Figure 1. Drive-strength map (run 1).
Bar = 20 µm.
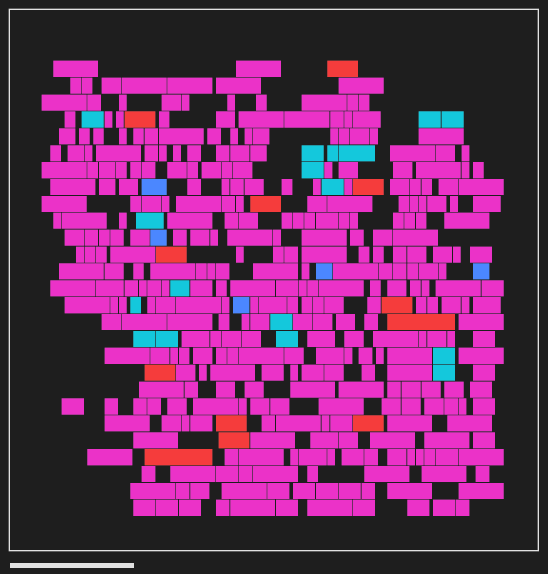
Figure 2. The metal 2 layer (run 1).
Cells faint in the background.
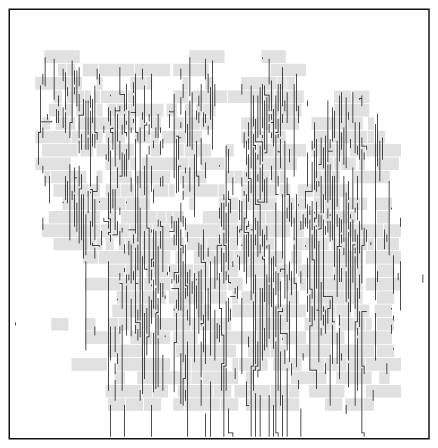
Figure 3. Routed metal, one color a layer (run 1).
Only two layers are drawn.
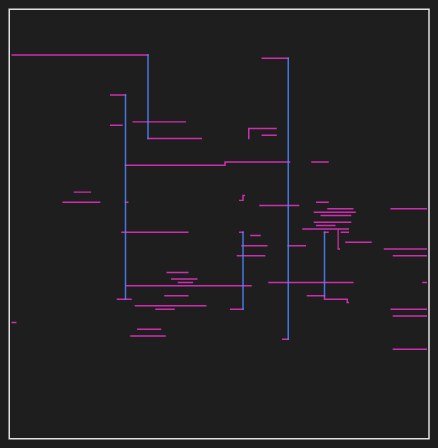
===== src/rtl/parking_pkg.sv =====
// Shared types, defaults and helpers for the parking slot sensor front-end.
// Contents:
//   slot_state_t  per-slot debounce FSM state (FREE, ARRIVING, OCCUPIED, LEAVING)
//   DEF_*         default values for the top-level parameters
//   popcount      number of set bits in a vector of up to 32 bits
package parking_pkg;

  typedef enum logic [1:0] {
    FREE     = 2'd0,
    ARRIVING = 2'd1,
    OCCUPIED = 2'd2,
    LEAVING  = 2'd3
  } slot_state_t;

  localparam int unsigned DEF_NUM_SLOTS      = 5;
  localparam int unsigned DEF_CLK_DIV        = 1000000;
  localparam int unsigned DEF_DEBOUNCE_TICKS = 8;

  function automatic int unsigned popcount(input logic [31:0] v);
    int unsigned n;
    n = 0;
    for (int i = 0; i < 32; i++) begin
      n = n + {31'd0, v[i]};
    end
    return n;
  endfunction

endpackage


===== src/rtl/slot_debounce.sv =====
// Single-slot synchroniser and debounce FSM.
// Ports:
//   clock         system clock
//   reset         synchronous active-high reset
//   sample_tick   debounce evaluation strobe from the shared divider
//   sensor_raw    asynchronous raw presence sensor, 1 = car detected
//   occupied      debounced occupancy (1 in OCCUPIED and LEAVING)
//   arrive_pulse  one-clock pulse when the slot becomes occupied
//   depart_pulse  one-clock pulse when the slot becomes free
module slot_debounce
  import parking_pkg::*;
#(
  parameter int unsigned DEBOUNCE_TICKS = DEF_DEBOUNCE_TICKS
) (
  input  logic clock,
  input  logic reset,
  input  logic sample_tick,
  input  logic sensor_raw,
  output logic occupied,
  output logic arrive_pulse,
  output logic depart_pulse
);

  localparam int unsigned CntW = $clog2(DEBOUNCE_TICKS + 1);
  // cnt + 1 == DEBOUNCE_TICKS, expressed without widening the counter
  localparam logic [CntW-1:0] CntLast = CntW'(DEBOUNCE_TICKS - 1);

  logic            r_sync1;
  logic            r_sync2;
  slot_state_t     r_state;
  logic [CntW-1:0] r_cnt;
  logic            r_arrive;
  logic            r_depart;

  slot_state_t     w_state_d;
  logic [CntW-1:0] w_cnt_d;
  logic            w_arrive_d;
  logic            w_depart_d;

  always_comb begin
    w_state_d  = r_state;
    w_cnt_d    = r_cnt;
    w_arrive_d = 1'b0;
    w_depart_d = 1'b0;
    if (sample_tick) begin
      unique case (r_state)
        FREE: begin
          if (r_sync2) begin
            if (DEBOUNCE_TICKS == 1) begin
              w_state_d  = OCCUPIED;
              w_cnt_d    = '0;
              w_arrive_d = 1'b1;
            end else begin
              w_state_d = ARRIVING;
              w_cnt_d   = CntW'(1);
            end
          end
        end
        ARRIVING: begin
          if (!r_sync2) begin
            w_state_d = FREE;
            w_cnt_d   = '0;
          end else if (r_cnt == CntLast) begin
            w_state_d  = OCCUPIED;
            w_cnt_d    = '0;
            w_arrive_d = 1'b1;
          end else begin
            w_cnt_d = r_cnt + CntW'(1);
          end
        end
        OCCUPIED: begin
          if (!r_sync2) begin
            if (DEBOUNCE_TICKS == 1) begin
              w_state_d  = FREE;
              w_cnt_d    = '0;
              w_depart_d = 1'b1;
            end else begin
              w_state_d = LEAVING;
              w_cnt_d   = CntW'(1);
            end
          end
        end
        LEAVING: begin
          if (r_sync2) begin
            w_state_d = OCCUPIED;
            w_cnt_d   = '0;
          end else if (r_cnt == CntLast) begin
            w_state_d  = FREE;
            w_cnt_d    = '0;
            w_depart_d = 1'b1;
          end else begin
            w_cnt_d = r_cnt + CntW'(1);
          end
        end
        default: begin
          w_state_d = FREE;
          w_cnt_d   = '0;
        end
      endcase
    end
  end

  always_ff @(posedge clock) begin
    if (reset) begin
      r_sync1  <= 1'b0;
      r_sync2  <= 1'b0;
      r_state  <= FREE;
      r_cnt    <= '0;
      r_arrive <= 1'b0;
      r_depart <= 1'b0;
    end else begin
      r_sync1  <= sensor_raw;
      r_sync2  <= r_sync1;
      r_state  <= w_state_d;
      r_cnt    <= w_cnt_d;
      r_arrive <= w_arrive_d;
      r_depart <= w_depart_d;
    end
  end

  assign occupied     = (r_state == OCCUPIED) || (r_state == LEAVING);
  assign arrive_pulse = r_arrive;
  assign depart_pulse = r_depart;

endmodule


===== src/rtl/parking_slot_sensor.sv =====
// Parking lot sensor front-end: synchronises and debounces per-slot presence
// sensors and produces the clean occupancy vector for the display block.
// Optional build macro: PARK_EVENT_COUNT_EN adds the total_arrivals counter.
// Ports:
//   clock           system clock
//   reset           synchronous active-high reset
//   sensor_raw      raw asynchronous presence sensors, 1 = car detected
//   occupied        debounced occupancy vector, 1 = slot taken
//   free_count      number of free slots, registered from occupied
//   lot_full        high when every slot is occupied, registered from occupied
//   arrive_pulse    per-slot one-clock pulse on becoming occupied
//   depart_pulse    per-slot one-clock pulse on becoming free
//   sample_tick     one-clock strobe every CLK_DIV cycles
//   total_arrivals  (PARK_EVENT_COUNT_EN only) saturating count of arrivals
module parking_slot_sensor
  import parking_pkg::*;
#(
  parameter int unsigned NUM_SLOTS      = DEF_NUM_SLOTS,
  parameter int unsigned CLK_DIV        = DEF_CLK_DIV,
  parameter int unsigned DEBOUNCE_TICKS = DEF_DEBOUNCE_TICKS
) (
  input  logic                           clock,
  input  logic                           reset,
  input  logic [NUM_SLOTS-1:0]           sensor_raw,
  output logic [NUM_SLOTS-1:0]           occupied,
  output logic [$clog2(NUM_SLOTS+1)-1:0] free_count,
  output logic                           lot_full,
  output logic [NUM_SLOTS-1:0]           arrive_pulse,
  output logic [NUM_SLOTS-1:0]           depart_pulse,
  output logic                           sample_tick
`ifdef PARK_EVENT_COUNT_EN
  ,
  output logic [15:0]                    total_arrivals
`endif
);

  localparam int unsigned CntW = $clog2(NUM_SLOTS + 1);
  localparam int unsigned DivW = (CLK_DIV > 1) ? $clog2(CLK_DIV) : 1;

  // Sample-tick divider
  logic [DivW-1:0] r_div;
  logic            w_tick;

  assign w_tick      = (r_div == DivW'(CLK_DIV - 1));
  assign sample_tick = w_tick;

  always_ff @(posedge clock) begin
    if (reset) begin
      r_div <= '0;
    end else if (w_tick) begin
      r_div <= '0;
    end else begin
      r_div <= r_div + DivW'(1);
    end
  end

  // Per-slot debouncers
  for (genvar g = 0; g < NUM_SLOTS; g++) begin : g_slot
    slot_debounce #(
      .DEBOUNCE_TICKS(DEBOUNCE_TICKS)
    ) u_slot (
      .clock       (clock),
      .reset       (reset),
      .sample_tick (w_tick),
      .sensor_raw  (sensor_raw[g]),
      .occupied    (occupied[g]),
      .arrive_pulse(arrive_pulse[g]),
      .depart_pulse(depart_pulse[g])
    );
  end

  // Free count is a popcount, so it cannot drift or wrap
  int unsigned     w_occ_cnt;
  logic [CntW-1:0] w_free_next;
  logic [CntW-1:0] r_free_count;
  logic            r_lot_full;

  assign w_occ_cnt   = popcount(32'(occupied));
  assign w_free_next = CntW'(NUM_SLOTS - w_occ_cnt);

  always_ff @(posedge clock) begin
    if (reset) begin
      r_free_count <= CntW'(NUM_SLOTS);
      r_lot_full   <= 1'b0;
    end else begin
      r_free_count <= w_free_next;
      r_lot_full   <= (w_free_next == '0);
    end
  end

  assign free_count = r_free_count;
  assign lot_full   = r_lot_full;

`ifdef PARK_EVENT_COUNT_EN
  logic [15:0] r_total_arrivals;
  logic [16:0] w_arr_sum;

  assign w_arr_sum = {1'b0, r_total_arrivals} + 17'(popcount(32'(arrive_pulse)));

  always_ff @(posedge clock) begin
    if (reset) begin
      r_total_arrivals <= '0;
    end else if (w_arr_sum[16]) begin
      r_total_arrivals <= 16'hFFFF;
    end else begin
      r_total_arrivals <= w_arr_sum[15:0];
    end
  end

  assign total_arrivals = r_total_arrivals;
`endif

endmodule


===== config.mk =====
export PLATFORM = sky130hd
export DESIGN_NAME = parking_slot_sensor
export DESIGN_NICKNAME = d
export VERILOG_FILES = /design/src/rtl/parking_pkg.sv /design/src/rtl/slot_debounce.sv /design/src/rtl/parking_slot_sensor.sv
export SDC_FILE = /design/constraint.sdc
export NUM_CORES = 1
export LEC_CHECK = 0
export CORE_AREA = 5 5 80 82
export DETAILED_ROUTE_END_ITERATION = 10
export DIE_AREA = 0 0 85 87
export PLACE_DENSITY = 0.85
export SETUP_SLACK_MARGIN = 0.1
export SLEW_MARGIN = 20
export SYNTH_ARGS = -nofsm -noshare
export SYNTH_HDL_FRONTEND = slang
export SYNTH_SLANG_ARGS = --single-unit

===== constraint.sdc =====
create_clock -name clock -period 4.3 [get_ports clock]
set_input_delay 0.645 -clock clock [delete_from_list [all_inputs] [get_ports clock]]
set_output_delay 0.645 -clock clock [all_outputs]
set_load 0.03 [all_outputs]

==> out/summary.log, run 1 <==
INFO  power_and_ir_drop pwr_density_cell=352mW/mm²
INFO  detailed_routing initialDrtViolationCount=166
INFO  final_timing   timing_hold_violations_final=0
INFO  power_and_ir_drop clkPwrFrac=44.8%
INFO  logic_synthesis yosys_cells=367
INFO  clocking       postCtsHoldBufs=0
INFO  logic_synthesis post-synth-top-area-fraction=44.0%
INFO  clocking       path_clk_slew=0.08ns
INFO  final_timing   setup-violations-final=0
INFO  power_and_ir_drop power.sequential.fraction=52.6%
INFO  logic_synthesis muxShareOfSynthArea=0%
INFO  layout         synthToLayoutAreaGrowth=11.8%
INFO  global_routing grt-ovfl-total=0
INFO  logic_synthesis post_synth_fa_ha_maj_area_fraction=4.31%
INFO  power_and_ir_drop worst_ir_drop_vdd=0.205mV
INFO  outcome        status=finished, final reports clean
INFO  layout         final_core_utilization=66.3%
INFO  detailed_routing firstDrtPassIters=6
INFO  logic_synthesis compound_area_share=14.5%
INFO  critical_path  timing_worst_setup_path_type=reg2out
INFO  critical_path  worst_path_largest_cell_delay=0.70ns
INFO  floorplanning  top_level_ports=27
INFO  logic_synthesis synth_instances=367
INFO  worst_hold_path worst_hold_path_type=reg2reg
INFO  final_timing   number_of_max_slew_violations_in_the_final_report=0
INFO  layout         final_nets=387
INFO  critical_path  timing.critical_path.required=3.65ns
INFO  logic_synthesis syn_nets=385
INFO  logic_synthesis ys_async_sr_fraction=0%
INFO  global_routing grt_pass1_wl=12.0mm
INFO  floorplanning  num_rows=28
INFO  clocking       cts_sinks=74
Back to the opening pictures, Figure 1:
[red] drive 6 and up | cells: 12
[cyan] drive 2 | cells: 17
[blue] drive 3 to 4 | cells: 5
[magenta] drive 1 or less | cells: 340
non-clock buffer count in the final layout: 29
Setup WS post-layout: 0.645 ns
area of all placed cells without fillers: 0.00376 mm²

Back to the opening pictures, Figure 2:
nets with wire on the layer: 322
share of all routed wire: 49%
wire length on this layer: 3480 µm
main direction: vertical
met2 track demand over resource in global routing: 33.1%
total wire length: 7.13 mm
total number of vias: 2729

Back to the opening pictures, Figure 3:
[magenta] met3 | wire length: 359 µm
[blue] met4 | wire length: 144 µm

run 1: logic make-up (layout without fill, tap and decap cells):
kind of cell | Yosys count | count (layout)
AND-OR/OR-AND | 67 | 67
XOR/XNOR | 18 | 18
adder cells (fa/ha/maj) | 11 | 11
buffers and inverters | 51 | 58
flip-flops | 74 | 74
AND/OR/NAND/NOR | 146 | 146
run 1: placed cells by master (no fill, tap or decap), types with 8 or more instances in the layout:
master,synthesis,final
o21ai_0,8,8
o41ai_1,9,9
clkdlybuf4s50_1,0,26
nor3_1,11,11
dfxtp_1,74,74
xor2_1,16,16
nor2_1,18,18
o311ai_0,9,9
nand4_1,9,9
a21oi_1,19,19
ha_1,10,10
or4b_2,11,11
inv_1,13,13
nor2b_1,11,11
clkbuf_8,0,10
nand2_1,30,30
nand3_1,17,17
run 1: layout make-up:
| class | instances | area [µm²] |
|---|---|---|
| fill | 433 | 1910 |
| multi-input combinational | 242 | 1640 |
| sequential | 74 | 1480 |
| timing repair buffer | 29 | 283 |
| clock buffer | 11 | 141 |
| tap | 75 | 93.8 |
| clock inverter | 5 | 77.6 |
| inverter | 13 | 48.8 |
run 1: per-layer routing:
layer | GRT usage, % | vias up
met4 | 8.78 | 0
met2 | 33.1 | 93
met1 | 26.0 | 1266
met5 | 0 | -
li1 | - | 1356
met3 | 4.73 | 14
run 1: state kept, by name, indices dropped and copies added (netlist names), named ones only:
name / count
g_slot.u_slot.r_cnt: 20
g_slot.u_slot.arrive_pulse: 5
lot_full: 1
g_slot.u_slot.r_sync1: 5
g_slot.u_slot.r_state: 5
free_count: 3
g_slot.u_slot.depart_pulse: 5
r_div: 20
g_slot.u_slot.r_sync2: 5
run 1: power groups by stage:
stage | clock network [mW] | logic (mW) | registers, mW
finish | 0.594 | 0.0343 | 0.696
global route | 0.634 | 0.0378 | 0.697
CTS | 0.601 | 0.0340 | 0.696
detailed placement | 0 | 0.0334 | 0.712
global placement | 0 | 0.0339 | 0.712
floorplan | 0 | 0.0215 | 0.711
run 1: critical path, delay by kind of cell, from the launching register on:
kind	cells	cell delay, ns
buffers and inverters	2	0.95
flip-flops	1	0.41
AND/OR/NAND/NOR	3	1.30
run 1: final timing paths:
kind / slack [ns] / endpoint / depth (start not counted)
worst max-delay path: 0.64 / sample_tick / 5
worst min-delay path: 0.45 / g_slot[3].u_slot.r_sync2$_SDFF_PP0_ / 1
worst max register to register: 1.89 / r_div[3]$_SDFF_PP0_ / 5
worst min register to register: 0.45 / g_slot[3].u_slot.r_sync2$_SDFF_PP0_ / 1
run 1: metrics by stage:
step           power (mW)  cells  worst slack [ns]
2_1_floorplan       0.732    367              2.08
3_3_place_gp        0.746    433              1.08
3_5_place_dp        0.745    433              1.03
4_1_cts              1.33    449             0.629
5_1_grt              1.37    449             0.397
6_report             1.32    449             0.645
==> inputs of run 2 (changes only) <==
- CORE_AREA: 5 5 80 82 -> 5 5 87 89
- DIE_AREA: 0 0 85 87 -> 0 0 92 94
- PLACE_DENSITY: 0.85 -> 0.76
- clock period: 4.3 -> 3.3 ns (I/O delays scaled with it)
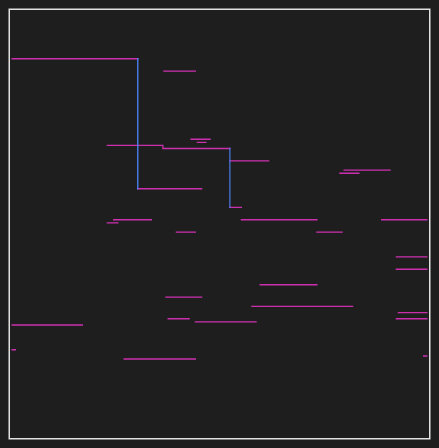
Figure 4: run 2, routed metal, one color a layer.
Only two layers are drawn.
[blue] met4 | wire length: 41.5 µm
[magenta] met3 | wire length: 273 µm
GRT Util Overall: 16.8%
total wire length: 6.97 mm
total number of vias: 2712

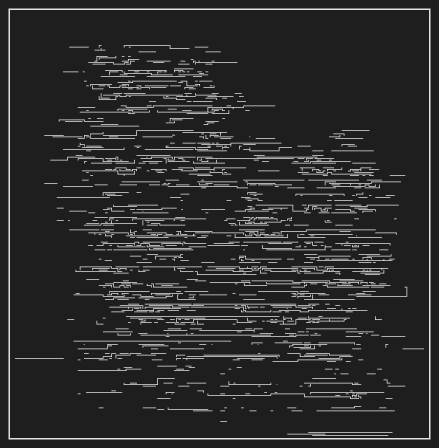
Figure 5: run 2, M1 wires.
main direction: horizontal
share of all routed wire: 48%
longest straight run: 34.5 µm
nets with wire on the layer: 369
wire length on this layer: 3330 µm
M1 GR Usage: 21.6%

==> run 2 against run 1 <==
Against the previous run: sequential cell count unchanged; worst hold slack worse by 0.015 ns; critical endpoint unchanged; utilization down 9.8 points; synthesized cell count unchanged; non-clock buffer count up 1.
==> out/summary.log, run 2 <==
INFO  power_and_ir_drop power.total=1.71mW
INFO  clocking       tritoncts=yes
INFO  logic_synthesis post_synth_num_cell_types=40
INFO  layout         final_nets=388
INFO  logic_synthesis synth.top_cells.by_area=dfxtp_1 44%, xor2_1 4.2%, ha_1 3.7%
INFO  layout         top_library_cells_by_usage_in_the_layout_fill_and_taps_aside=74 x dfxtp_1, 30 x nand2_1, 25 x clkdlybuf4s50_1
INFO  critical_path  timing_worst_setup_path_type=reg2out
INFO  final_timing   clock.fmax=0.403GHz
INFO  layout         synthToLayoutAreaGrowth=12.2%
INFO  logic_synthesis yosysChipArea=0.00337mm²
INFO  final_timing   setup-violations-final=0
INFO  layout         final_core_utilization=56.5%
INFO  critical_path  worst_path_largest_cell_delay=0.39ns
INFO  detailed_routing initialDrtViolationCount=146
INFO  final_timing   period_minus_slack=2.48ns
INFO  critical_path  startpoint_type=flip-flop
INFO  logic_synthesis syn_nets=385
INFO  logic_synthesis synth_instances=367
INFO  global_routing grt_pass1_wl=11.6mm
INFO  layout         top_regs=g_slot.u_slot.r_cnt x20, r_div x20
INFO  place          dp_hpwl=4.76mm
INFO  layout         mostFrequentLayoutCell=dfxtp_1
INFO  clocking       postCtsHoldBufs=0
INFO  logic_synthesis post-synth-top-area-fraction=44.0%
INFO  clocking       cts_sinks=74
INFO  outcome        status=finished, final reports clean
INFO  power_and_ir_drop worst_ir_drop_vdd=0.338mV
INFO  global_routing grt-ovfl-total=0
INFO  logic_synthesis yosys_register_bits=74
INFO  detailed_routing firstDrtPassIters=4
INFO  final_timing   timing_hold_violations_final=0
INFO  logic_synthesis number_of_flops_mapped_to_enable_cells_by_yosys=0
INFO  floorplanning  top_level_ports=27
INFO  logic_synthesis yosys_cells=367
INFO  final_timing   number_of_max_slew_violations_in_the_final_report=0
INFO  logic_synthesis postSynthSeqShare=44.0%
INFO  place          placed_cells_incl_taps=439
INFO  logic_synthesis ys_async_sr_fraction=0%
INFO  critical_path  worst-r2r-cell-count=5
INFO  clocking       cts_setup_buffers=0
INFO  clocking       path_clk_slew=0.08ns
INFO  worst_hold_path worst_hold_path_type=reg2reg
INFO  critical_path  timing.critical_path.required=2.80ns
INFO  worst_hold_path hold-path-cell-count=1
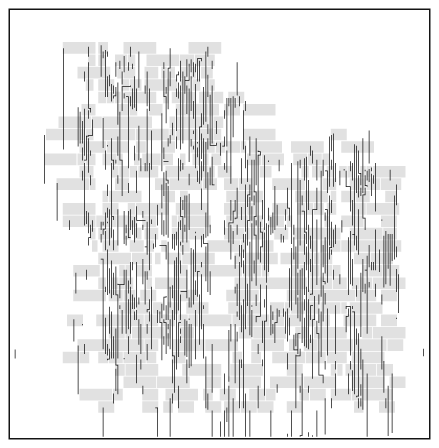
Figure 6: run 2, the metal 2 layer.
Cells faint in the background.
main direction: vertical
longest straight run: 27.5 µm
share of all routed wire: 48%
nets with wire on the layer: 324
met2 track demand over resource in global routing: 26.9%

[run 2: critical path, delay by kind of cell (launching register included)]
family,cells,cell delay [ns]
flip-flops,1,0.39
buffers and inverters,3,0.53
adder cells (fa/ha/maj),1,0.24
AND/OR/NAND/NOR,3,0.47
[run 2: final cells by class]
cell class | count | area [µm²]
clock inverters | 6 | 91.3
well taps | 80 | 100
flip-flops and latches | 74 | 1480
clock buffers | 10 | 128
inverters | 13 | 48.8
repair buffers | 30 | 288
fillers | 580 | 2910
multi-input cells | 242 | 1640
[run 2: per-layer routing]
metal	GRT usage [%]	vias up	routed length, µm
met3	5.53	5	273
met5	0	-	0
met2	26.9	46	3330
li1	-	1355	-
met4	4.95	0	41
met1	21.6	1306	3330
[run 2: path summary, 6_finish.rpt]
check / to / slack [ns] / start
setup / recovery: sample_tick / 0.82 / r_div[0]$_SDFF_PP0_
hold / removal: g_slot[3].u_slot.r_sync2$_SDFF_PP0_ / 0.44 / g_slot[3].u_slot.r_sync1$_SDFF_PP0_
setup reg to reg: r_div[5]$_SDFF_PP0_ / 0.96 / r_div[0]$_SDFF_PP0_
hold reg to reg: g_slot[3].u_slot.r_sync2$_SDFF_PP0_ / 0.44 / g_slot[3].u_slot.r_sync1$_SDFF_PP0_
[run 2: stage by stage]
stage	worst slack [ns]	cell area [µm²]
after floorplan	1.23	3370
after global placement	1.02	3560
after detailed placement	0.967	3560
after CTS	0.809	3780
after global routing	0.623	3780
final	0.821	3780
[run 2: logic make-up after synthesis]
kind of cell	count (synthesis)	synth area share, %
compound gates	67	14.5
fa+ha+maj	11	4.31
xor+xnor	18	4.68
buf+inv	51	7.51
flops	74	44.0
simple gates	146	25.0
[run 2: power breakdown]
group	switching [mW]	internal, mW
clock	0.338	0.427
sequential	0.00602	0.901
combinational	0.0260	0.0168
total	0.370	1.34
==> inputs of run 3 (changes only) <==
- CORE_AREA: 5 5 87 89 -> 5 5 83 85
- DIE_AREA: 0 0 92 94 -> 0 0 88 90
- PLACE_DENSITY: 0.76 -> 0.79
- clock period: 3.3 -> 2.4 ns (I/O delays scaled with it)
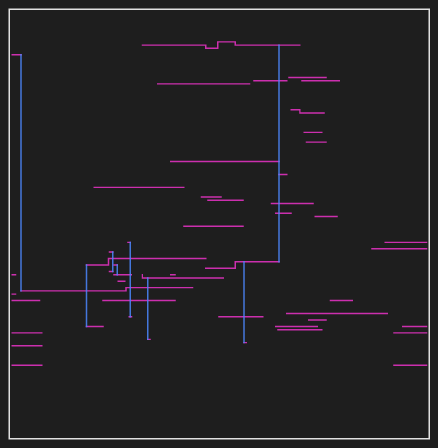
Figure 7: run 3, routed metal, one color a layer.
Only two layers are drawn.
[magenta] met3 | wire length: 425 µm
[blue] met4 | wire length: 160 µm
GRT Util Overall: 18.8%
routed length per instance: 15.6 µm
total number of vias: 2769
total wire length: 7.12 mm

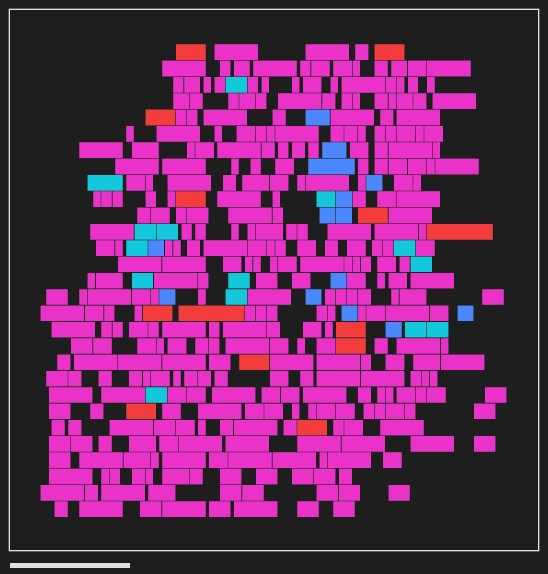
Figure 8: run 3, drive-strength map.
Bar = 20 µm.
[magenta] drive 1 or less | cells: 339
[blue] drive 3 to 4 | cells: 14
[cyan] drive 2 | cells: 14
[red] drive 6 and up | cells: 13
Setup WS post-layout: 0.192 ns
area of all placed cells without fillers: 0.00383 mm²
layout overhead on the synthesized area: 13.7%
non-clock buffer count in the final layout: 36

==> run 3 against run 2 <==
Against the previous run: synthesized cell count unchanged; sequential share of layout area fell by 0.54 points; cell count up 0.44%; sequential cell count unchanged; global-route usage increased by 2.0 points; worst hold slack better by 0.0062 ns; clock skew is 0.00053 ns lower; clock power grew about 40%; die area is 8.4% lower; highest routed layer unchanged.
==> out/summary.log, run 3 <==
INFO  outcome        status=finished, final reports clean
INFO  logic_synthesis muxShareOfSynthArea=0%
INFO  critical_path  startpoint_type=flip-flop
INFO  logic_synthesis synth_instances=367
INFO  layout         top_library_cells_by_usage_in_the_layout_fill_and_taps_aside=74 x dfxtp_1, 30 x nand2_1, 25 x clkdlybuf4s50_1
INFO  critical_path  timing.critical_path.buf_inv=2
INFO  worst_hold_path worst_hold_path_type=reg2reg
INFO  detailed_routing firstDrtPassIters=5
INFO  critical_path  cell_family_with_most_cp_delay=simple AND/OR/NAND/NOR gates
INFO  critical_path  timing.critical_path.required=2.04ns
INFO  final_timing   setup-violations-final=0
INFO  logic_synthesis postSynthSeqShare=44.0%
INFO  final_timing   rsz0062_at_grt=false
INFO  critical_path  worst_path_largest_cell_delay=0.42ns
INFO  layout         top_regs=g_slot.u_slot.r_cnt x20, r_div x20
INFO  logic_synthesis post_synth_fa_ha_maj_area_fraction=4.31%
INFO  floorplanning  top_level_ports=27
INFO  logic_synthesis synth-xor-area-share=4.68%
INFO  logic_synthesis syn_nets=385
INFO  logic_synthesis post_synth_num_cell_types=40
INFO  logic_synthesis yosysChipArea=0.00337mm²
INFO  logic_synthesis yosys_cells=367
INFO  logic_synthesis ys_async_sr_fraction=0%
INFO  power_and_ir_drop pwr_density_cell=623mW/mm²
INFO  clocking       tritoncts=yes
INFO  layout         mostFrequentLayoutCell=dfxtp_1
INFO  logic_synthesis simple_gate_area_share=25.0%
INFO  power_and_ir_drop worst_ir_drop_vdd=0.463mV
INFO  layout         final_nets=394
INFO  layout         fill_cells=507
INFO  logic_synthesis compound_area_share=14.5%
INFO  logic_synthesis synth.top_cells.by_area=dfxtp_1 44%, xor2_1 4.2%, ha_1 3.7%
INFO  final_timing   number_of_max_slew_violations_in_the_final_report=0
INFO  clocking       path_clk_slew=0.07ns
INFO  global_routing grt_pass1_wl=11.9mm
INFO  global_routing grt-ovfl-total=0
INFO  critical_path  timing_worst_setup_path_type=reg2out
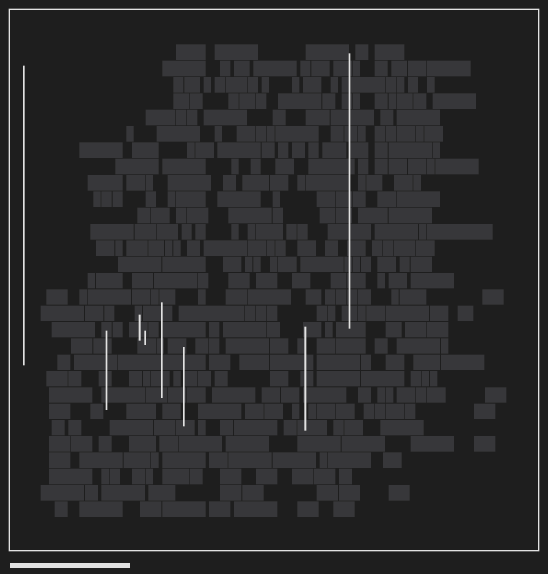
Figure 9: run 3, signal wires on met4.
Bar = 20 µm. Cells faint in the background.
wire length on this layer: 160 µm
nets with wire on the layer: 6
longest straight run: 49.6 µm
share of all routed wire: 2.2%
main direction: vertical

## run 3: cell counts after synthesis
No cell type changed its count.
## run 3: final timing paths
check / slack [ns] / to / start / cells past startpoint
max reg2reg: 0.19 / g_slot[1].u_slot.r_cnt[3]$_SDFFE_PP0P_ / r_div[15]$_SDFF_PP0_ / 4
min reg2reg: 0.44 / g_slot[4].u_slot.r_sync2$_SDFF_PP0_ / g_slot[4].u_slot.r_sync1$_SDFF_PP0_ / 1
min: 0.44 / g_slot[4].u_slot.r_sync2$_SDFF_PP0_ / g_slot[4].u_slot.r_sync1$_SDFF_PP0_ / 1
max: 0.19 / sample_tick / r_div[15]$_SDFF_PP0_ / 5
## run 3: cell families (layout without fill, tap and decap cells)
family	after synthesis	after routing
compound gates	67	67
buf+inv	51	64
flops	74	74
xor+xnor	18	18
simple gates	146	146
fa+ha+maj	11	11
## run 3: layer usage
layer	global-route usage (%)	routed length [µm]	up-vias	share of wire, %
met5	0	0	-	0
met3	5.03	425	18	6.0
met1	25.5	3330	1314	47
li1	-	-	1357	-
met2	28.1	3210	80	45
met4	7.80	159	0	2.2
## run 3: layout make-up
type | instances | area [µm²] | share of cell area (%)
multi-input cells | 242 | 1650 | 43.1
flip-flops and latches | 74 | 1480 | 38.7
repair buffers | 36 | 333 | 8.69
clock buffers | 13 | 159 | 4.15
well taps | 77 | 96.3 | 2.52
clock inverters | 2 | 60.1 | 1.57
inverters | 13 | 48.8 | 1.27
## run 3: what timing repair did
item,4_1_cts,5_1_grt
endpoints found under the setup margin,0,2
resized,0,2
buffers inserted,0,0
hold buffers,0,0
## run 3: metrics by stage
step                      hold slack [ns]  worst slack, ns  utilization [%]  std cells  area (µm²)
after floorplan                     0.414            0.398                -        367        3370
after global placement              0.421            0.297             58.7        442        3600
after detailed placement            0.432            0.223             58.7        442        3600
after CTS                           0.449            0.122             62.3        457        3820
after global routing                0.462            0.112             62.4        457        3830
final                               0.441            0.192             62.4        457        3830
## run 3: where the power goes
group	total (mW)	internal, mW	switching (mW)
logic	0.0649	0.0273	0.0377
registers	1.25	1.24	0.00849
clock network	1.07	0.638	0.436
Power is estimated from default activity; no workload was simulated.
